Design multi_zone_ac_controller, sky130hd; sources not shown.
run_1/met2.png
Cells faint in the background.
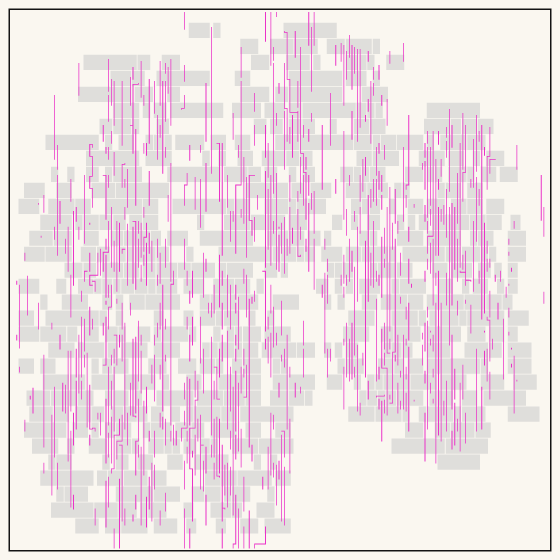
513 nets have wire on it. The longest straight run is 33.0 um.
global routing met2 resource utilization: 0.323
final wirelength: 7000 um

run_1/cell_classes.png
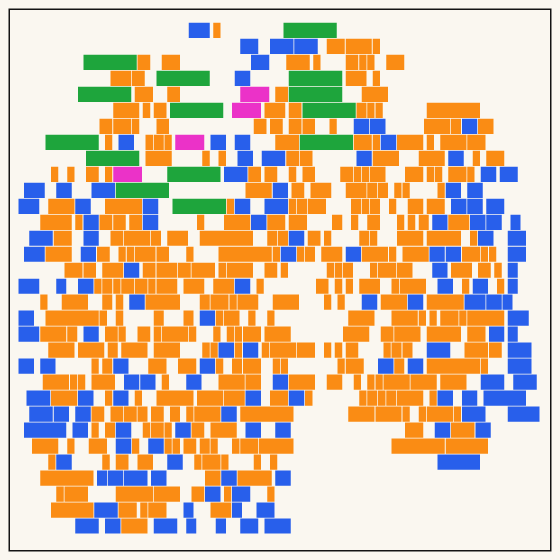
Key: blue = other buffers and delay cells [cells 139, share of their area 27%]; magenta = clock drivers and dummy loads [cells 4, share of their area 1.3%]; orange = all other logic [cells 359, share of their area 63%]; green = flops [cells 14, share of their area 8.2%]
final cell area excluding filler cells: 0.00439 mm^2
Std-Cell Core Area: 0.00777 mm^2

run_1/final_congestion.png
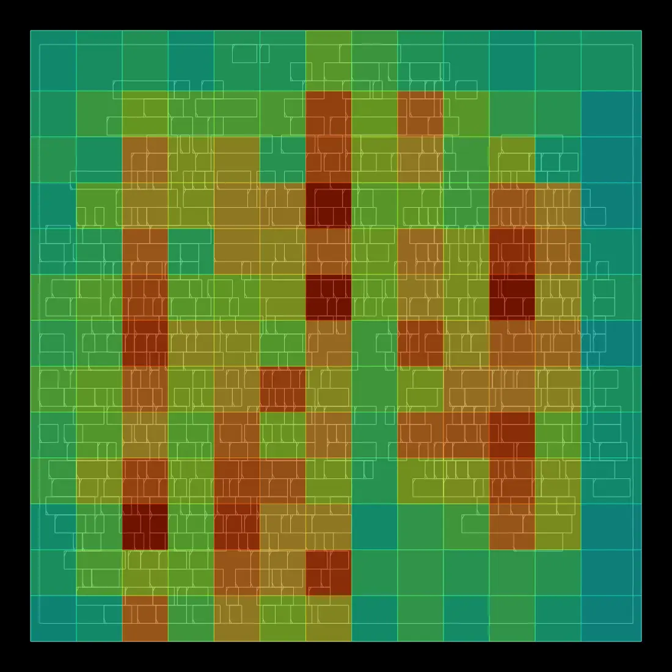
met1 demand-to-capacity share in global routing: 0.197
post-layout utilization of the core: 0.565
most crowded layer after global routing: met2
met3 track demand over resource in global routing: 0.0182
WL per Instance: 11.3 um

run_1/met3.png
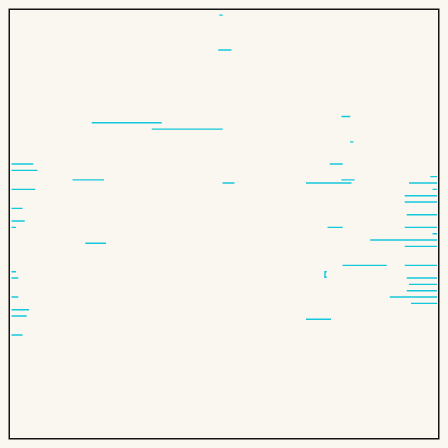
The layer holds 3.0% of the routed length. The wires run mostly horizontal. The layer carries 207 um of wire. 39 nets have wire on it.
vias: 2,858

==> run summary, run 1 <==
Implementation numbers.

- Per the OpenROAD floorplan log, the area of the die is 0.00844 mm^2.
- The total setup buffers inserted after CTS is 15.
- In the synthesized netlist, the number of instances is 374.
- The count of distinct cell types in the synthesized netlist is 28.
- The report gives the cell count of the worst hold path as 2.
- The portion of the clock cycle consumed by the worst path in the final layout reads 1.21.
- The global routing usage summed across all routing layers reads 0.167.
- The mapped netlist covers 0.00258 mm^2.
- The total setup violations reported at the end of the flow reads 14.
- The proportion of synthesized chip area in sequential cells is 0.136.
- Summing all placed instances gives a cell area of 0.00390 mm^2.
- The worst max-slew margin expressed relative to the limit reads 0.649.
- The maximum ir drop on the vdd rail is 0.000884 V.
- According to the I/O placement log, the pin count is 44.
- The share of synthesized area in the top cell type comes to 0.290.
- The effective utilization at floorplan is 0.333.
- The final reports fail on setup timing.
- The fraction of registers with async set or reset after synthesis reads 1.00.
- The non-filler instance count after layout is 618.
- Setup repair after global routing could not meet its margin everywhere.
- The worst reg-to-reg path cell count reads 12.
- The highest-delay cell along the critical path is sky130_fd_sc_hd__ha_1.
- The run finished, with violations left.
- The final hold slack reads 567 ps.
- The total of cells resized after clock tree synthesis is 155.
- The clock-pin slew on the worst setup and hold paths reads 60 ps.
- The final timing report gives a worst setup slack of -399 ps.
- Looking at the setup timing report, the critical path kind is in -> reg.
-- run 1: report_power, final --
part	total (mW)	switching, mW	internal [mW]
Sequential	0.437	0.0648	0.372
Combinational	2.24	1.12	1.12
Clock	0.285	0.102	0.183
Total	2.96	1.28	1.67
-- run 1: per-layer routing --
metal / part of all wire / routed length [um] / track usage / vias to the layer above
li1: - / - / - / 1500
met1: 0.44 / 3080 / 0.197 / 1297
met2: 0.52 / 3640 / 0.323 / 51
met3: 0.030 / 207 / 0.0182 / 10
met4: 0.012 / 82 / 0.0339 / 0
met5: 0 / 0 / 0 / -
-- run 1: kinds of logic after synthesis --
group | Yosys count | synth area share
and+or+nand+nor | 174 | 0.311
AOI/OAI and AO/OA | 35 | 0.0755
adders and majority gates | 60 | 0.290
muxes | 2 | 0.00774
buffers and inverters | 63 | 0.0920
xor gates and xnor gates | 26 | 0.0881
DFF | 14 | 0.136
-- run 1: worst max-delay path, delay by kind of cell --
family,cells,cell delay [ps]
AOI/OAI and AO/OA,2,230
xor gates and xnor gates,1,160
adders and majority gates,1,310
buffers and inverters,2,370
and+or+nand+nor,11,890
-- run 1: layout make-up --
class                      count  area share
timing repair buffer         139       0.266
tap                          102      0.0291
sequential                    14      0.0799
multi-input combinational    297       0.559
clock buffer                   4      0.0125
inverter                      62      0.0533
-- run 1: placed cells by master, fill, tap and decap left out, types with 15 or more instances in the layout --
cell / n
sky130_fd_sc_hd__buf_4: 87
sky130_fd_sc_hd__buf_6: 19
sky130_fd_sc_hd__ha_1: 51
sky130_fd_sc_hd__inv_1: 43
sky130_fd_sc_hd__inv_2: 18
sky130_fd_sc_hd__nand2_1: 50
sky130_fd_sc_hd__nand2_2: 28
sky130_fd_sc_hd__nand3_2: 15
sky130_fd_sc_hd__nor2_1: 22
sky130_fd_sc_hd__xor2_1: 19
==> run 1 -> run 2 <==
--- a/config.mk
+++ b/config.mk
@@ -6,9 +6,11 @@
 export NUM_CORES = 1
 export LEC_CHECK = 0
 export ABC_AREA = 1
+export CAP_MARGIN = 20
 export CORE_MARGIN = 1
 export CORE_UTILIZATION = 32
 export DETAILED_ROUTE_END_ITERATION = 12
+export DONT_BUFFER_PORTS = 1
 export RECOVER_POWER = 25
 export SLEW_MARGIN = 20
 export SYNTH_ARGS = -nofsm -noshare
run_2/cell_classes.png
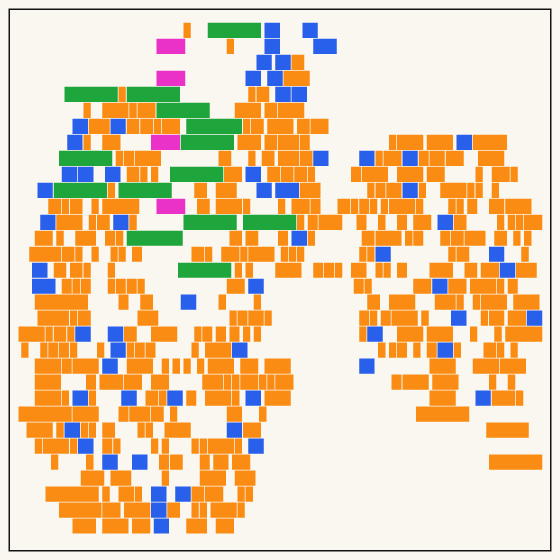
final cell area excluding filler cells: 0.00353 mm^2
sequential portion of the cell area: 0.100
total number of placement rows: 32
post-layout utilization of the core: 0.454

==> run summary, run 2 <==
Implementation numbers.

- The flow ran to the end, but the final reports show violations.
- The fraction of registers with async set or reset after synthesis is 1.00 (unchanged).
- The area share of the largest cell type after synthesis is 0.290 (unchanged).
- The switching power as a share of total power is 0.441 (+0.00707).
- The final reports fail on setup timing.
- The portion of the clock cycle consumed by the worst path in the final layout reads 1.13 (-0.0810).
- The cell-internal power is 1.40 mW (-16%).
- The portion of total power attributed to combinational logic is 0.710 (-0.046).
- The global routing usage summed across all routing layers reads 0.148 (-0.0199).
- The area of the core came to 0.00777 mm^2 (unchanged).
- In the power breakdown, the biggest contributor is combinational logic.
- The proportion of power drawn by flip-flops and latches reads 0.175 (+0.027).
- The effective utilization at floorplan was 0.333 (unchanged).
- The power dissipated in sequential cells reads 0.440 mW (about the same).
- The slack of the critical path is -245 ps (+154 ps).
- The total setup violations reported at the end of the flow reads 14 (unchanged).
- The routed wire length per instance reads 11.2 um (-0.93%).
- The power in combinational cells is 1.78 mW (-21%).
- The proportion of synthesized chip area in sequential cells is 0.136 (unchanged).
- The worst max-slew margin expressed relative to the limit came to 0.652 (+0.00348).
- The clock-pin slew on the worst setup and hold paths is 60 ps (about the same).
- Setup repair after global routing could not meet its margin everywhere.
- The clock network power consumption came to 0.286 mW (about the same).
- The cell count after synthesis is 374 (unchanged).
- Per the run report, area growth between synthesis and finish was 36.4%.
- The final critical delay including setup and external delays reads 2140 ps.
- The top-level port count reads 44 (unchanged).
- The timing report shows that the slowest cell on the worst path is sky130_fd_sc_hd__ha_1.
- The critical path startpoint category is an input pin.
- The maximum ir drop on the vdd rail was 0.000694 V (-22%).
- The worst reg-to-reg path cell count was 13 (+1).
- The library cells used most frequently in the layout, excluding fill and tap cells, are sky130_fd_sc_hd__buf_4 (59), sky130_fd_sc_hd__nand2_1 (58), sky130_fd_sc_hd__ha_1 (53).
- The area of the mapped netlist is 0.00258 mm^2 (unchanged).
- The switching power of the nets is 1.11 mW (-14%).
- The clock share of power reads 0.114 (+0.018).
- Synthesis produced a netlist with a net count of 469.
- The count of distinct cell types in the synthesized netlist came to 28 (unchanged).
- The via count of the first global-routing pass reads 2,524.
- The share of final-layout standard cells stronger than drive strength 1 is 0.339.
- The path type of the worst setup path reads in -> reg.
- The total die size is 0.00844 mm^2 (unchanged).
- The leading cell type in the layout, fill and taps excluded reads sky130_fd_sc_hd__buf_4.
run_2/met3.png
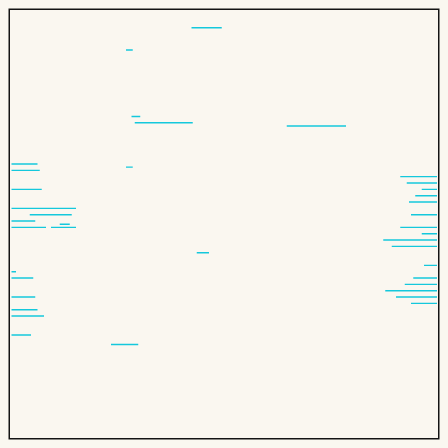
The layer holds 3.8% of the routed length. The wires run mostly horizontal. The longest straight run is 13.6 um. 36 nets have wire on it.
vias: 2,516
met3 track demand over resource in global routing: 0.0149
final wirelength: 6070 um

run 2: cell counts after synthesis:
No cell type changed its count.
run 2: timing repair:
action | 4_1_cts | 5_1_grt
pin swaps | 24 | 20
gates resized | 20 | 32
setup buffers | 12 | 6
endpoints found under the setup margin | 19 | 18
run 2: metrics by stage:
| stage | total power [mW] | setup WS, ps | hold WS (ps) | instances |
|---|---|---|---|---|
| finish | 2.51 | -245 | 151 | 541 |
| global route | 2.74 | -425 | 201 | 541 |
| CTS | 2.33 | -270 | 174 | 536 |
| detailed placement | 1.90 | -617 | 439 | 522 |
| global placement | 1.87 | -576 | 439 | 522 |
| floorplan | 1.43 | -365 | 364 | 374 |
run 2: metal layers:
metal / share of wire / up-vias / global-route usage / routed length [um]
met5: 0 / - / 0 / 0
met4: 0.0074 / 0 / 0.0273 / 45
met3: 0.038 / 5 / 0.0149 / 228
met2: 0.50 / 49 / 0.286 / 3040
met1: 0.45 / 1111 / 0.174 / 2750
li1: - / 1351 / - / -
run 2: layout make-up:
class / count / area (um^2)
Clock buffer: 4 / 55.1
Fill cell: 792 / 4240
Inverter: 62 / 240
Multi-Input combinational cell: 297 / 2270
Sequential cell: 14 / 353
Tap cell: 102 / 128
Timing Repair Buffer: 62 / 477
run 2: worst max-delay path, delay by kind of cell:
family          cells  cell delay (ps)
compound gates      1              140
xor+xnor            1              170
fa+ha+maj           1              290
buf+inv             1               60
simple gates       15             1180
run 2: kinds of logic (layout without fill, tap and decap cells):
group,count (synthesis),count (layout),synth area share
flops,14,14,0.136
fa+ha+maj,60,60,0.290
compound gates,35,35,0.0755
buf+inv,63,128,0.0920
simple gates,174,174,0.311
xor+xnor,26,26,0.0881
mux,2,2,0.00774
Power is estimated from default activity; no workload was simulated.
